$ cat src/rtl/alu_issue_ctrl_if.sv
// Issue/broadcast bundle between two reservation stations, the shared ALU
// and the result bus. The DUT uses the slave modport.
`ifndef ALU_OP_SEL
`define ALU_OP_SEL 4
`endif
`ifndef ALU_SRC1_SEL
`define ALU_SRC1_SEL 2
`endif
`ifndef ALU_SRC2_SEL
`define ALU_SRC2_SEL 2
`endif
`ifndef RV32_DATA_WIDTH
`define RV32_DATA_WIDTH 32
`endif
`ifndef RV32_PC_WIDTH
`define RV32_PC_WIDTH 32
`endif

interface alu_issue_ctrl_if #(parameter int TAG_W = 6);
  logic                        i_req0, i_req1;
  logic [`ALU_OP_SEL-1:0]      i_op0, i_op1;
  logic [`ALU_SRC1_SEL-1:0]    i_s1sel0, i_s1sel1;
  logic [`ALU_SRC2_SEL-1:0]    i_s2sel0, i_s2sel1;
  logic [`RV32_DATA_WIDTH-1:0] i_rs10, i_rs11, i_rs20, i_rs21, i_imm0, i_imm1;
  logic [`RV32_PC_WIDTH-1:0]   i_pc0, i_pc1;
  logic [TAG_W-1:0]            i_tag0, i_tag1;
  logic                        o_gnt0, o_gnt1;
  logic                        o_alu_vld;
  logic [`ALU_OP_SEL-1:0]      o_alu_op;
  logic [`ALU_SRC1_SEL-1:0]    o_alu_s1sel;
  logic [`ALU_SRC2_SEL-1:0]    o_alu_s2sel;
  logic [`RV32_DATA_WIDTH-1:0] o_alu_rs1, o_alu_rs2, o_alu_imm;
  logic [`RV32_PC_WIDTH-1:0]   o_alu_pc;
  logic [`RV32_DATA_WIDTH-1:0] i_alu_res;
  logic                        o_cdb_vld;
  logic [TAG_W-1:0]            o_cdb_tag;
  logic [`RV32_DATA_WIDTH-1:0] o_cdb_data;
  logic                        i_cdb_rdy;
  logic                        i_flush;

  modport slave (
    input  i_req0, i_req1, i_op0, i_op1, i_s1sel0, i_s1sel1, i_s2sel0, i_s2sel1,
           i_rs10, i_rs11, i_rs20, i_rs21, i_imm0, i_imm1, i_pc0, i_pc1,
           i_tag0, i_tag1, i_alu_res, i_cdb_rdy, i_flush,
    output o_gnt0, o_gnt1, o_alu_vld, o_alu_op, o_alu_s1sel, o_alu_s2sel,
           o_alu_rs1, o_alu_rs2, o_alu_imm, o_alu_pc, o_cdb_vld, o_cdb_tag, o_cdb_data
  );
  modport master (
    output i_req0, i_req1, i_op0, i_op1, i_s1sel0, i_s1sel1, i_s2sel0, i_s2sel1,
           i_rs10, i_rs11, i_rs20, i_rs21, i_imm0, i_imm1, i_pc0, i_pc1,
           i_tag0, i_tag1, i_alu_res, i_cdb_rdy, i_flush,
    input  o_gnt0, o_gnt1, o_alu_vld, o_alu_op, o_alu_s1sel, o_alu_s2sel,
           o_alu_rs1, o_alu_rs2, o_alu_imm, o_alu_pc, o_cdb_vld, o_cdb_tag, o_cdb_data
  );
endinterface

$ cat src/rtl/alu_issue_ctrl.sv
// Two-requester round-robin issue into a single-cycle ALU, with a 2-entry
// result FIFO feeding a valid/ready result broadcast.
`ifndef ALU_OP_SEL
`define ALU_OP_SEL 4
`endif
`ifndef ALU_SRC1_SEL
`define ALU_SRC1_SEL 2
`endif
`ifndef ALU_SRC2_SEL
`define ALU_SRC2_SEL 2
`endif
`ifndef RV32_DATA_WIDTH
`define RV32_DATA_WIDTH 32
`endif
`ifndef RV32_PC_WIDTH
`define RV32_PC_WIDTH 32
`endif

module alu_issue_ctrl #(
  parameter int TAG_W = 6,
  parameter int DEPTH = 2   // pointers are 1 bit wide: only 2 is supported
) (
  input  logic            clk,
  input  logic            rst,
  alu_issue_ctrl_if.slave bus
);
  localparam int DW = `RV32_DATA_WIDTH;

  typedef struct packed {
    logic [TAG_W-1:0] tag;
    logic [DW-1:0]    data;
  } ent_t;

  ent_t                        mem_q [DEPTH];
  logic [1:0]                  cnt_q, cnt_d;
  logic                        rd_q, wr_q, ptr_q, alu_vld_q;
  logic [TAG_W-1:0]            tag_q;
  logic [`ALU_OP_SEL-1:0]      op_q;
  logic [`ALU_SRC1_SEL-1:0]    s1sel_q;
  logic [`ALU_SRC2_SEL-1:0]    s2sel_q;
  logic [DW-1:0]               rs1_q, rs2_q, imm_q;
  logic [`RV32_PC_WIDTH-1:0]   pc_q;
  logic                        push, pop, gnt_ok, gnt0, gnt1, cdb_vld;
  logic [2:0]                  occ;

  // Occupancy counts the in-flight ALU result so a grant can never land in a full buffer.
  always_comb begin
    cdb_vld = (cnt_q != 2'd0) & ~rst;
    push    = alu_vld_q;
    pop     = cdb_vld & bus.i_cdb_rdy;
    occ     = {1'b0, cnt_q} + {2'b0, push} - {2'b0, pop};
    gnt_ok  = ~rst & ~bus.i_flush & (occ < 3'(DEPTH));
    gnt0    = gnt_ok & bus.i_req0 & (~bus.i_req1 | ~ptr_q);
    gnt1    = gnt_ok & bus.i_req1 & (~bus.i_req0 | ptr_q);
    cnt_d   = cnt_q + {1'b0, push} - {1'b0, pop};
  end

  always_ff @(posedge clk) begin
    if (rst) begin
      alu_vld_q <= 1'b0;
      cnt_q     <= 2'd0;
      rd_q      <= 1'b0;
      wr_q      <= 1'b0;
      ptr_q     <= 1'b0;
    end else if (bus.i_flush) begin
      alu_vld_q <= 1'b0;
      cnt_q     <= 2'd0;
      rd_q      <= 1'b0;
      wr_q      <= 1'b0;
    end else begin
      alu_vld_q <= gnt0 | gnt1;
      cnt_q     <= cnt_d;
      if (push) wr_q <= ~wr_q;
      if (pop)  rd_q <= ~rd_q;
      if (gnt0 | gnt1) ptr_q <= gnt0;
    end
  end

  // Payload and buffer storage carry no reset; validity lives in the control state.
  always_ff @(posedge clk) begin
    if (gnt0 | gnt1) begin
      tag_q   <= gnt1 ? bus.i_tag1   : bus.i_tag0;
      op_q    <= gnt1 ? bus.i_op1    : bus.i_op0;
      s1sel_q <= gnt1 ? bus.i_s1sel1 : bus.i_s1sel0;
      s2sel_q <= gnt1 ? bus.i_s2sel1 : bus.i_s2sel0;
      rs1_q   <= gnt1 ? bus.i_rs11   : bus.i_rs10;
      rs2_q   <= gnt1 ? bus.i_rs21   : bus.i_rs20;
      imm_q   <= gnt1 ? bus.i_imm1   : bus.i_imm0;
      pc_q    <= gnt1 ? bus.i_pc1    : bus.i_pc0;
    end
    if (push) mem_q[wr_q] <= {tag_q, bus.i_alu_res};
  end

  assign bus.o_gnt0      = gnt0;
  assign bus.o_gnt1      = gnt1;
  assign bus.o_alu_vld   = alu_vld_q;
  assign bus.o_alu_op    = op_q;
  assign bus.o_alu_s1sel = s1sel_q;
  assign bus.o_alu_s2sel = s2sel_q;
  assign bus.o_alu_rs1   = rs1_q;
  assign bus.o_alu_rs2   = rs2_q;
  assign bus.o_alu_imm   = imm_q;
  assign bus.o_alu_pc    = pc_q;
  assign bus.o_cdb_vld   = cdb_vld;
  assign bus.o_cdb_tag   = mem_q[rd_q].tag;
  assign bus.o_cdb_data  = mem_q[rd_q].data;
endmodule

$ cat src/flat_wrapper.sv
// flat-port wrapper written by rule: the top's interface ports become plain ports
module alu_issue_ctrl_flat 
#(
  parameter int TAG_W = 6,
  parameter int DEPTH = 2                                                  
)
  (clk, rst, bus_i_req0, bus_i_req1, bus_i_op0, bus_i_op1, bus_i_s1sel0, bus_i_s1sel1, bus_i_s2sel0, bus_i_s2sel1, bus_i_rs10, bus_i_rs11, bus_i_rs20, bus_i_rs21, bus_i_imm0, bus_i_imm1, bus_i_pc0, bus_i_pc1, bus_i_tag0, bus_i_tag1, bus_i_alu_res, bus_i_cdb_rdy, bus_i_flush, bus_o_gnt0, bus_o_gnt1, bus_o_alu_vld, bus_o_alu_op, bus_o_alu_s1sel, bus_o_alu_s2sel, bus_o_alu_rs1, bus_o_alu_rs2, bus_o_alu_imm, bus_o_alu_pc, bus_o_cdb_vld, bus_o_cdb_tag, bus_o_cdb_data);
  alu_issue_ctrl_if #(.TAG_W(TAG_W)) bus_i ();
  input  logic clk;
  input  logic rst;
  input wire logic [$bits(bus_i.i_req0)-1:0] bus_i_req0;
  input wire logic [$bits(bus_i.i_req1)-1:0] bus_i_req1;
  input wire logic [$bits(bus_i.i_op0)-1:0] bus_i_op0;
  input wire logic [$bits(bus_i.i_op1)-1:0] bus_i_op1;
  input wire logic [$bits(bus_i.i_s1sel0)-1:0] bus_i_s1sel0;
  input wire logic [$bits(bus_i.i_s1sel1)-1:0] bus_i_s1sel1;
  input wire logic [$bits(bus_i.i_s2sel0)-1:0] bus_i_s2sel0;
  input wire logic [$bits(bus_i.i_s2sel1)-1:0] bus_i_s2sel1;
  input wire logic [$bits(bus_i.i_rs10)-1:0] bus_i_rs10;
  input wire logic [$bits(bus_i.i_rs11)-1:0] bus_i_rs11;
  input wire logic [$bits(bus_i.i_rs20)-1:0] bus_i_rs20;
  input wire logic [$bits(bus_i.i_rs21)-1:0] bus_i_rs21;
  input wire logic [$bits(bus_i.i_imm0)-1:0] bus_i_imm0;
  input wire logic [$bits(bus_i.i_imm1)-1:0] bus_i_imm1;
  input wire logic [$bits(bus_i.i_pc0)-1:0] bus_i_pc0;
  input wire logic [$bits(bus_i.i_pc1)-1:0] bus_i_pc1;
  input wire logic [$bits(bus_i.i_tag0)-1:0] bus_i_tag0;
  input wire logic [$bits(bus_i.i_tag1)-1:0] bus_i_tag1;
  input wire logic [$bits(bus_i.i_alu_res)-1:0] bus_i_alu_res;
  input wire logic [$bits(bus_i.i_cdb_rdy)-1:0] bus_i_cdb_rdy;
  input wire logic [$bits(bus_i.i_flush)-1:0] bus_i_flush;
  output wire logic [$bits(bus_i.o_gnt0)-1:0] bus_o_gnt0;
  output wire logic [$bits(bus_i.o_gnt1)-1:0] bus_o_gnt1;
  output wire logic [$bits(bus_i.o_alu_vld)-1:0] bus_o_alu_vld;
  output wire logic [$bits(bus_i.o_alu_op)-1:0] bus_o_alu_op;
  output wire logic [$bits(bus_i.o_alu_s1sel)-1:0] bus_o_alu_s1sel;
  output wire logic [$bits(bus_i.o_alu_s2sel)-1:0] bus_o_alu_s2sel;
  output wire logic [$bits(bus_i.o_alu_rs1)-1:0] bus_o_alu_rs1;
  output wire logic [$bits(bus_i.o_alu_rs2)-1:0] bus_o_alu_rs2;
  output wire logic [$bits(bus_i.o_alu_imm)-1:0] bus_o_alu_imm;
  output wire logic [$bits(bus_i.o_alu_pc)-1:0] bus_o_alu_pc;
  output wire logic [$bits(bus_i.o_cdb_vld)-1:0] bus_o_cdb_vld;
  output wire logic [$bits(bus_i.o_cdb_tag)-1:0] bus_o_cdb_tag;
  output wire logic [$bits(bus_i.o_cdb_data)-1:0] bus_o_cdb_data;
  assign bus_i.i_req0 = bus_i_req0;
  assign bus_i.i_req1 = bus_i_req1;
  assign bus_i.i_op0 = bus_i_op0;
  assign bus_i.i_op1 = bus_i_op1;
  assign bus_i.i_s1sel0 = bus_i_s1sel0;
  assign bus_i.i_s1sel1 = bus_i_s1sel1;
  assign bus_i.i_s2sel0 = bus_i_s2sel0;
  assign bus_i.i_s2sel1 = bus_i_s2sel1;
  assign bus_i.i_rs10 = bus_i_rs10;
  assign bus_i.i_rs11 = bus_i_rs11;
  assign bus_i.i_rs20 = bus_i_rs20;
  assign bus_i.i_rs21 = bus_i_rs21;
  assign bus_i.i_imm0 = bus_i_imm0;
  assign bus_i.i_imm1 = bus_i_imm1;
  assign bus_i.i_pc0 = bus_i_pc0;
  assign bus_i.i_pc1 = bus_i_pc1;
  assign bus_i.i_tag0 = bus_i_tag0;
  assign bus_i.i_tag1 = bus_i_tag1;
  assign bus_i.i_alu_res = bus_i_alu_res;
  assign bus_i.i_cdb_rdy = bus_i_cdb_rdy;
  assign bus_i.i_flush = bus_i_flush;
  assign bus_o_gnt0 = bus_i.o_gnt0;
  assign bus_o_gnt1 = bus_i.o_gnt1;
  assign bus_o_alu_vld = bus_i.o_alu_vld;
  assign bus_o_alu_op = bus_i.o_alu_op;
  assign bus_o_alu_s1sel = bus_i.o_alu_s1sel;
  assign bus_o_alu_s2sel = bus_i.o_alu_s2sel;
  assign bus_o_alu_rs1 = bus_i.o_alu_rs1;
  assign bus_o_alu_rs2 = bus_i.o_alu_rs2;
  assign bus_o_alu_imm = bus_i.o_alu_imm;
  assign bus_o_alu_pc = bus_i.o_alu_pc;
  assign bus_o_cdb_vld = bus_i.o_cdb_vld;
  assign bus_o_cdb_tag = bus_i.o_cdb_tag;
  assign bus_o_cdb_data = bus_i.o_cdb_data;
  alu_issue_ctrl #(.TAG_W(TAG_W), .DEPTH(DEPTH)) u_core (.clk(clk), .rst(rst), .bus(bus_i));
endmodule
$ cat config.mk
export PLATFORM = sky130hd
export DESIGN_NAME = alu_issue_ctrl_flat
export DESIGN_NICKNAME = d
export VERILOG_FILES = /design/src/rtl/alu_issue_ctrl_if.sv /design/src/rtl/alu_issue_ctrl.sv /design/src/flat_wrapper.sv
export SDC_FILE = /design/constraint.sdc
export NUM_CORES = 1
export LEC_CHECK = 0
export CAP_MARGIN = 20
export CORE_AREA = 2 2 195 197
export CTS_BUF_LIST = sky130_fd_sc_hd__clkbuf_4 sky130_fd_sc_hd__clkbuf_8
export DETAILED_ROUTE_END_ITERATION = 6
export DIE_AREA = 0 0 197 199
export PLACE_DENSITY = 0.56
export SETUP_SLACK_MARGIN = 0.2
export SLEW_MARGIN = 20
export SYNTH_ARGS = -nofsm -noshare
export SYNTH_HDL_FRONTEND = slang
export SYNTH_SLANG_ARGS = --single-unit
$ cat constraint.sdc
create_clock -name clk -period 9.9 [get_ports clk]
set_input_delay 2.97 -clock clk [delete_from_list [all_inputs] [get_ports clk]]
set_output_delay 2.97 -clock clk [all_outputs]
set_load 0.01 [all_outputs]
Run 1, clock wires, drivers and flops:
(2 px per um)
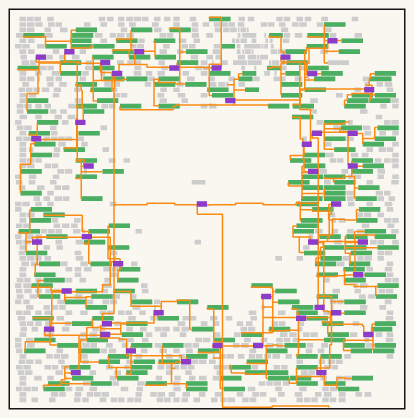
legend:
  clock wires:
    color: orange
    length: 3640 um
  clock-net drivers:
    color: purple
    count: 44
  flip-flops:
    color: green
    count: 225
flops lie: widely spread
Clk Latency, worst-skew pair: 580 ps
worst-case clock skew: 17.7 ps
clock power share: 39.1%
Clk. pwr: 905 uW

Run 1, cells colored by class:
(2 px per um) Fill, decap, tap and diode cells in gray.
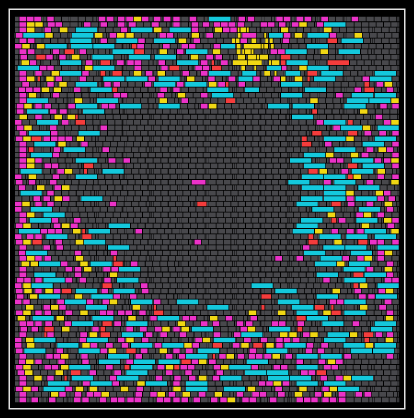
legend:
  registers:
    color: cyan
    cells: 225
  remaining buffers and delay cells:
    color: magenta
    cells: 502
  remaining logic cells:
    color: yellow
    cells: 212
  clock drivers and dummy loads:
    color: red
    cells: 78
final core utilization: 41.6%
Floorplan Core Area: 37100 sq um

==> flow_summary.ini, run 1 <==
; flow metrics
[run_status]
status = finished, final reports clean

[final_layout]
finish.net_count = 1310
seq_area_sq_um = 6690
final_cell_mix = sky130_fd_sc_hd__clkdlybuf4s50_1, sky130_fd_sc_hd__edfxtp_1, sky130_fd_sc_hd__mux2_2, sky130_fd_sc_hd__mux2_1, sky130_fd_sc_hd__clkbuf_8
post-route-cell-area_sq_um = 15400
most_used_logic_cell_in_the_final_layout = sky130_fd_sc_hd__clkdlybuf4s50_1
final.fill_count = 3449
antenna_fix_cells = 0
flip_flop_count_of_the_largest_register_all_copies_and_words_added = 76
fin_cells = 1491
layout-drive-gt1-share_pct = 19.5
areaGrowthSynthToFinish_pct = 69.3
final-comb-area_sq_um = 2250

[final_timing]
max-slew-margin-rel_pct = 33.8
final-hold-violation-count = 0
setup-violations-final = 0
final.setup.worst_slack_ps = 938
final_period_minus_worst_setup_slack_ps = 8960
worstMarginPinSlew_ps = 993
fmaxAchievable_ghz = 0.112
report.final.slew_viol_count = 0
fin_worst_hold_slack_ps = 439
grt_setup_unrepaired = false
finalClockPeriodUsage_pct = 90.5

[cts]
cts_hold_buf = 0
cts-buffers-inserted = 44
post_cts_resized = 0
cts_clock_pin_slew_for_the_worst_setup_and_hold_paths_ps = 50
number_of_clock_sinks = 225
cts-root-buf = sky130_fd_sc_hd__clkbuf_8
htree_levels = 2
cts_tree = done
cts.repair_timing.setup_buffer_count = 0

[worst_setup_path]
regToRegEndpoint = u_core.tag_q[4]$_DFFE_PP_
endpoint = bus_o_gnt1
worst-endpoint-arrival_ps = 5990
cp-end-kind = output pin
timing.rr.start = u_core.cnt_q[1]$_SDFF_PP0_
critical_path_cell_count = 11
rrSetupSlack_ps = 6010
crit_chain = clkdlybuf4s50_1, o21bai_1, nor2_1, ha_1, inv_1, ha_1, inv_1, fa_1, xnor2_1, nor4b_4, clkdlybuf4s50_1
critPathRequiredTime_ps = 6930
worstPathMaxFanout = 4
cpLargestDelayFamily = buffers and inverters
worst-r2r-cell-count = 11
worst-setup-path-type = input port to output pin
startpoint_type = input port
cp.buffers_inverters = 4
worst_path_largest_cell_delay_ps = 610
critPathLaunch = rst

[job]
log.warning_count = 30
drv.max_cap_violation_count = 0

[routing]
finalWirelength_mm = 29.9
detailedRoute.firstIterationViolations = 209
vias = 6123
drc_errors = 0
firstDrtPassIters = 4
post_drt_via_cell_ratio = 4.11
antenna_violating_nets_post_route = 0
wire_per_inst_um = 20.0

[logic_synthesis]
synth-async-reset-ratio_pct = 0
synth_top_cell_by_count = sky130_fd_sc_hd__edfxtp_1
syn-num-nets = 782
ys.flop_type = sky130_fd_sc_hd__edfxtp_1
post_synth_main_logic_family = multiplexers
synth.cell_area_sq_um = 9120
compound_cell_area_share_of_the_yosys_netlist_pct = 0.604
number_of_instances_in_the_synthesized_netlist = 457
synthDominantCellAreaShare_pct = 71.8
yosys.stat.chipArea_sq_um = 9120
synth.avg_cell_area_sq_um = 20.0
synth_sequential_area_ratio_pct = 73.3
adder_share_pct = 0.494
post_synth_num_cell_types = 25
mux_share_pct = 22.2
ys.flops = 225
synth-warning-count = 0
netlist_top_cells_count = sky130_fd_sc_hd__edfxtp_1, sky130_fd_sc_hd__mux2_2, sky130_fd_sc_hd__mux2_1
edf_count = 218
synth_top_cell_by_area = sky130_fd_sc_hd__edfxtp_1
ys_cells = 457

[die]
core.rowCount = 71
num_io_pins = 500
die_height_um = 199
floorplanUtilization_pct = 24.6
dieWidth_um = 197

[placed_design]
dpl-instance-area_sq_um = 14600
buffer_ports.inserted = 499
gp_congestion = 0.798
place.detailed.hpwl_mm = 22.3
post_placement_setup_slack_ps = 1000
placedCellCount = 1413

[min_path]
hold-path-cell-count = 0
min-delay-start = u_core.tag_q[4]$_DFFE_PP_

[global_route]
gr-total-overflow = 0
grt_util_all_layers_pct = 14.9
antenna_found_initial = 1
first_global_vias = 6549

[pwr]
irDropWorstVdd_mv = 0.0751
p_sw_uw = 515
report.power.total_mw = 2.32
power_density_nw_per_um2 = 150
power.static_leakage_nw = 5.27
intPower_mw = 1.80
Run 1, nets reached from selected ports:
(2 px per um)
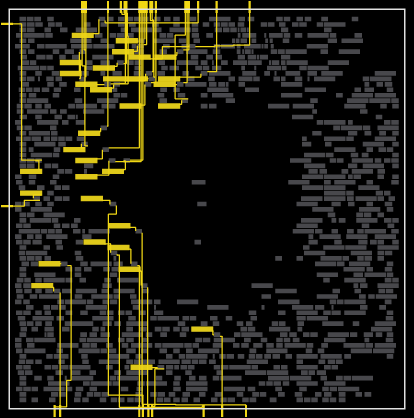
legend:
  bus_o_alu_pc:
    color: yellow
    bits: 32
    direction: output
    edge: 21 north, 9 south, 2 west
    end_cells: 32
    buffers: 32
    wire: 1960 um

-- run 1: routing by layer --
layer,up-vias,track usage (%),wire [um]
li1,2863,-,-
met1,2903,16.5,11400
met2,307,24.9,14700
met3,48,6.49,2950
met4,2,6.38,802
met5,-,0,13
-- run 1: power by group through the flow --
stage | clock, mW | sequential, mW | combinational, mW
6_report | 0.905 | 1.10 | 0.308
4_1_cts | 0.941 | 1.11 | 0.314
5_1_grt | 0.981 | 1.11 | 0.329
2_1_floorplan | 0 | 1.14 | 0.0764
3_5_place_dp | 0 | 1.12 | 0.311
3_3_place_gp | 0 | 1.12 | 0.309
-- run 1: area by class of cell --
type	count	share of cell area, %
clock buffer	60	4.74
clock inverter	18	0.721
inverter	5	0.122
multi-input combinational	207	14.6
sequential	225	43.3
tap	474	3.84
timing repair buffer	502	32.7
Run 1, clock routing:
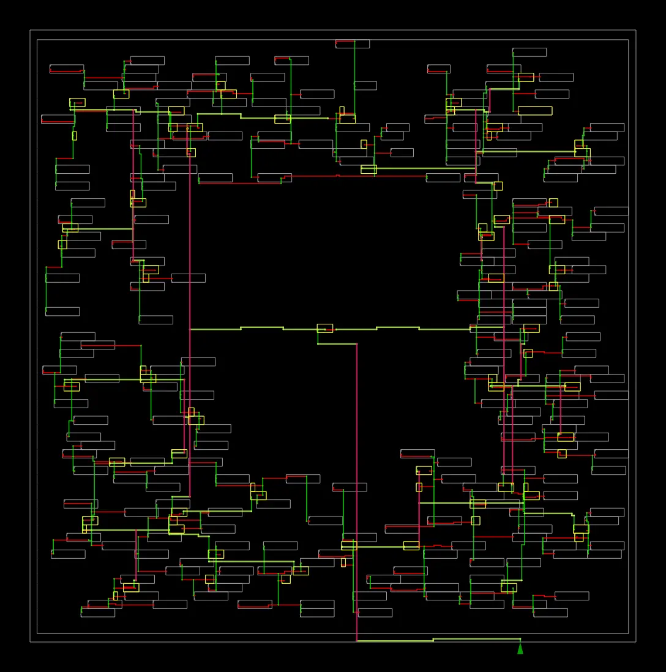

==> inputs of run 2 (changes only) <==
--- a/config.mk
+++ b/config.mk
@@ -10,6 +10,8 @@
 export CTS_BUF_LIST = sky130_fd_sc_hd__clkbuf_4 sky130_fd_sc_hd__clkbuf_8
 export DETAILED_ROUTE_END_ITERATION = 6
 export DIE_AREA = 0 0 197 199
+export GPL_TIMING_DRIVEN = 0
+export MAX_ROUTING_LAYER = met4
 export PLACE_DENSITY = 0.56
 export SETUP_SLACK_MARGIN = 0.2
 export SLEW_MARGIN = 20
Run 2, clock routing:
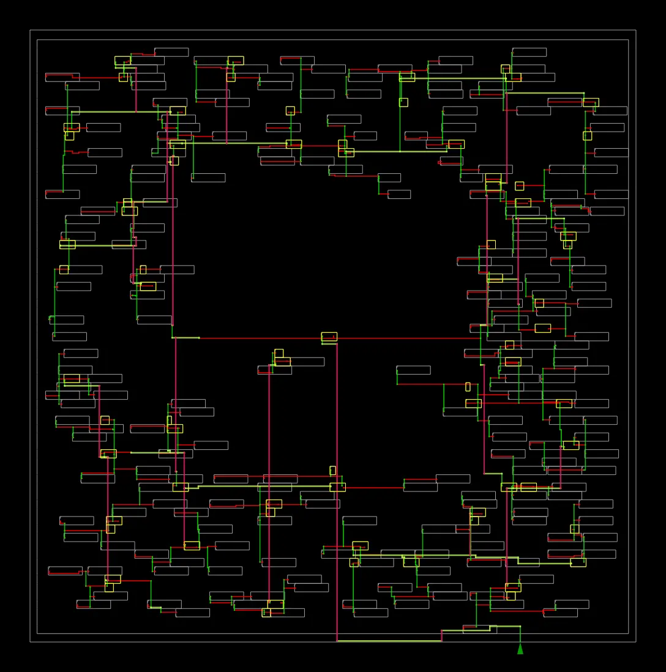
total number of sequential cells: 225
# clk buffers: 67
worst-case clock skew: 18.0 ps
TritonCTS Buffers: 42
Clk. pwr: 877 uW

==> flow_summary.ini, run 2 <==
; flow metrics
[logic_synthesis]
ys.flop_type = sky130_fd_sc_hd__edfxtp_1
synth-async-reset-ratio_pct = 0
number_of_instances_in_the_synthesized_netlist = 457
synth.avg_cell_area_sq_um = 20.0
synth.cell_area_sq_um = 9120
ys.flops = 225
ys_cells = 457
synth_top_cell_by_count = sky130_fd_sc_hd__edfxtp_1
top_post_synthesis_cells_by_area = sky130_fd_sc_hd__edfxtp_1, sky130_fd_sc_hd__mux2_2, sky130_fd_sc_hd__mux2_1
post_synth_num_cell_types = 25
synth_top_cell_by_area = sky130_fd_sc_hd__edfxtp_1
synth_sequential_area_ratio_pct = 73.3
netlist_top_cells_count = sky130_fd_sc_hd__edfxtp_1, sky130_fd_sc_hd__mux2_2, sky130_fd_sc_hd__mux2_1
edf_count = 218
synthDominantCellAreaShare_pct = 71.8
syn-num-nets = 782
yosys.stat.chipArea_sq_um = 9120
synth-warning-count = 0

[pwr]
intPower_mw = 1.80
p_sw_uw = 504
power-top-group = registers
p_comb_uw = 319
sequentialPower_mw = 1.10
power.combinational.fraction_pct = 13.9
clock_power_share_pct = 38.1
irDropWorstVdd_mv = 0.0805
power.static_leakage_nw = 5.39
power_density_nw_per_um2 = 147
switching_share_pct = 21.9
seq_power_share_pct = 48.0

[cts]
clock.latency.late_pin_ps = 570
cts_tree = done
number_of_clock_sinks = 225
cts_hold_buf = 0
clockBufferDepth = 3
htree_levels = 2
cts-root-buf = sky130_fd_sc_hd__clkbuf_8
cts.repair_timing.setup_buffer_count = 0
cts_clock_pin_slew_for_the_worst_setup_and_hold_paths_ps = 60
post_cts_resized = 0

[global_route]
first_global_vias = 6780
gr-total-overflow = 0
grt_start_max_net_pins = 53
met1_routing_resource_usage_after_global_routing_pct = 17.5
grt_util_all_layers_pct = 15.8
grt_util_met3_pct = 5.24
grt-busiest-layer = met2
globalRouteMet2Util_pct = 26.1
antenna_found_initial = 2

[final_layout]
final.fill_count = 3397
final_cell_mix = sky130_fd_sc_hd__clkdlybuf4s50_1, sky130_fd_sc_hd__edfxtp_1, sky130_fd_sc_hd__mux2_2, sky130_fd_sc_hd__mux2_1, sky130_fd_sc_hd__clkbuf_8
flip_flop_count_of_the_largest_register_all_copies_and_words_added = 76
seqAreaFraction_pct = 42.7
bufAreaShareNonClock_pct = 33.9
sh_comb_area_pct = 14.3
most_used_logic_cell_in_the_final_layout = sky130_fd_sc_hd__clkdlybuf4s50_1
largest_cell_class = flip-flops and latches
n_all_buffers = 524
utilization_pct = 42.2
clock_tree_area_fraction_pct = 5.14
final-comb-area_sq_um = 2250
layout-drive-gt1-share_pct = 21.0
total_number_of_multi_input_combinational_cells = 207
finish.net_count = 1330
areaGrowthSynthToFinish_pct = 71.8
count_of_inverters_other_than_clock_inverters_in_the_layout = 5
antenna_fix_cells = 2
seq_area_sq_um = 6690

[die]
floorplanUtilization_pct = 24.6
coreArea_sq_um = 37100
overall_die_area_sq_um = 39200
num_io_pins = 500
dieWidth_um = 197
floorplan.tapcells = 474
die_height_um = 199

[routing]
antenna_violating_nets_post_route = 0
total_met2_wirelength_after_detailed_routing_mm = 15.3
wire_per_inst_um = 20.4
routedLengthMet1_mm = 12.2
finalWirelength_mm = 30.8
routed.top_layer = met4
wire_length_on_met3_mm = 2.43
vias = 6228
post_drt_via_cell_ratio = 4.12
detailedRoute.firstIterationViolations = 214
firstDrtPassIters = 4
drc_errors = 0

[final_timing]
final_period_minus_worst_setup_slack_ps = 9320
worstMarginPinSlew_ps = 701
setup-violations-final = 0
grt_setup_unrepaired = false
fmaxAchievable_ghz = 0.107
final.setup.worst_slack_ps = 579
max-slew-margin-rel_pct = 53.2
finalClockPeriodUsage_pct = 94.1
final-hold-violation-count = 0
report.final.slew_viol_count = 0

[worst_setup_path]
cpLargestDelayFamily = buffers and inverters
worstPathMaxFanout = 10
critPathRequiredTime_ps = 6930
worst-setup-path-type = input port to output pin
worst-endpoint-arrival_ps = 6350
cp.buffers_inverters = 6
startpoint_type = input port
slowest_stage = sky130_fd_sc_hd__clkdlybuf4s50_1
worst-r2r-cell-count = 13
timing.rr.start = u_core.cnt_q[1]$_SDFF_PP0_
cp-end-kind = output pin
worst_path_largest_cell_delay_ps = 570
crit_chain = clkdlybuf4s50_1, o21bai_1, nor2_1, ha_1, inv_1, ha_1, inv_1, fa_1, xnor2_1, nor4b_2, buf_4, buf_4, clkdlybuf4s50_1
critPathLaunch = rst
rrSetupSlack_ps = 6400
critical_path_cell_count = 13
endpoint = bus_o_gnt1
regToRegEndpoint = u_core.bus.o_alu_rs1[24]$_DFFE_PP_

[min_path]
hold_class = flop to flop
min-delay-start = u_core.tag_q[3]$_DFFE_PP_
hold-path-cell-count = 0

[job]
log.warning_count = 26
drv.max_cap_violation_count = 0

[run_status]
status = finished, final reports clean

[placed_design]
place.detailed.hpwl_mm = 24.2
buffer_ports.inserted = 499
gp_congestion = 0.870
post_placement_setup_slack_ps = 520
Run 2, cells colored by class:
(2 px per um) Fill, decap, tap and diode cells in gray.
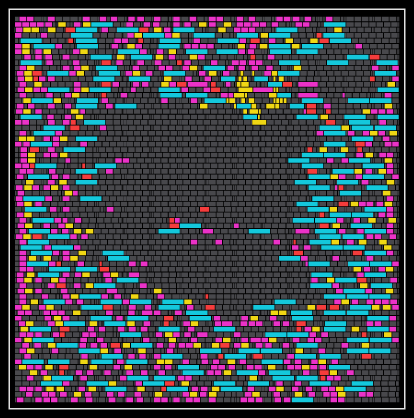
legend:
  registers:
    color: cyan
    cells: 225
  remaining buffers and delay cells:
    color: magenta
    cells: 524
  remaining logic cells:
    color: yellow
    cells: 212
  clock drivers and dummy loads:
    color: red
    cells: 73
Row Count: 71
total non-filler cell area in the finished layout: 15700 sq um

[run 2: cell counts after synthesis]
No cell type changed its count.
[run 2: stage by stage]
step,power (mW),area [sq um],std cells,hold slack [ps]
6_report,2.30,15700,1510,446
3_3_place_gp,1.44,14700,1430,423
4_1_cts,2.35,15700,1508,443
2_1_floorplan,1.22,9120,457,421
5_1_grt,2.40,15700,1510,455
3_5_place_dp,1.45,14900,1435,434
[run 2: logic make-up after synthesis]
family,after synthesis,synth area share [%]
DFF,225,73.3
adders and majority gates,3,0.494
AOI/OAI and AO/OA,8,0.604
buffers and inverters,25,2.26
and+or+nand+nor,14,0.919
xor gates and xnor gates,2,0.192
muxes,180,22.2
Power and IR drop assume default switching activity.
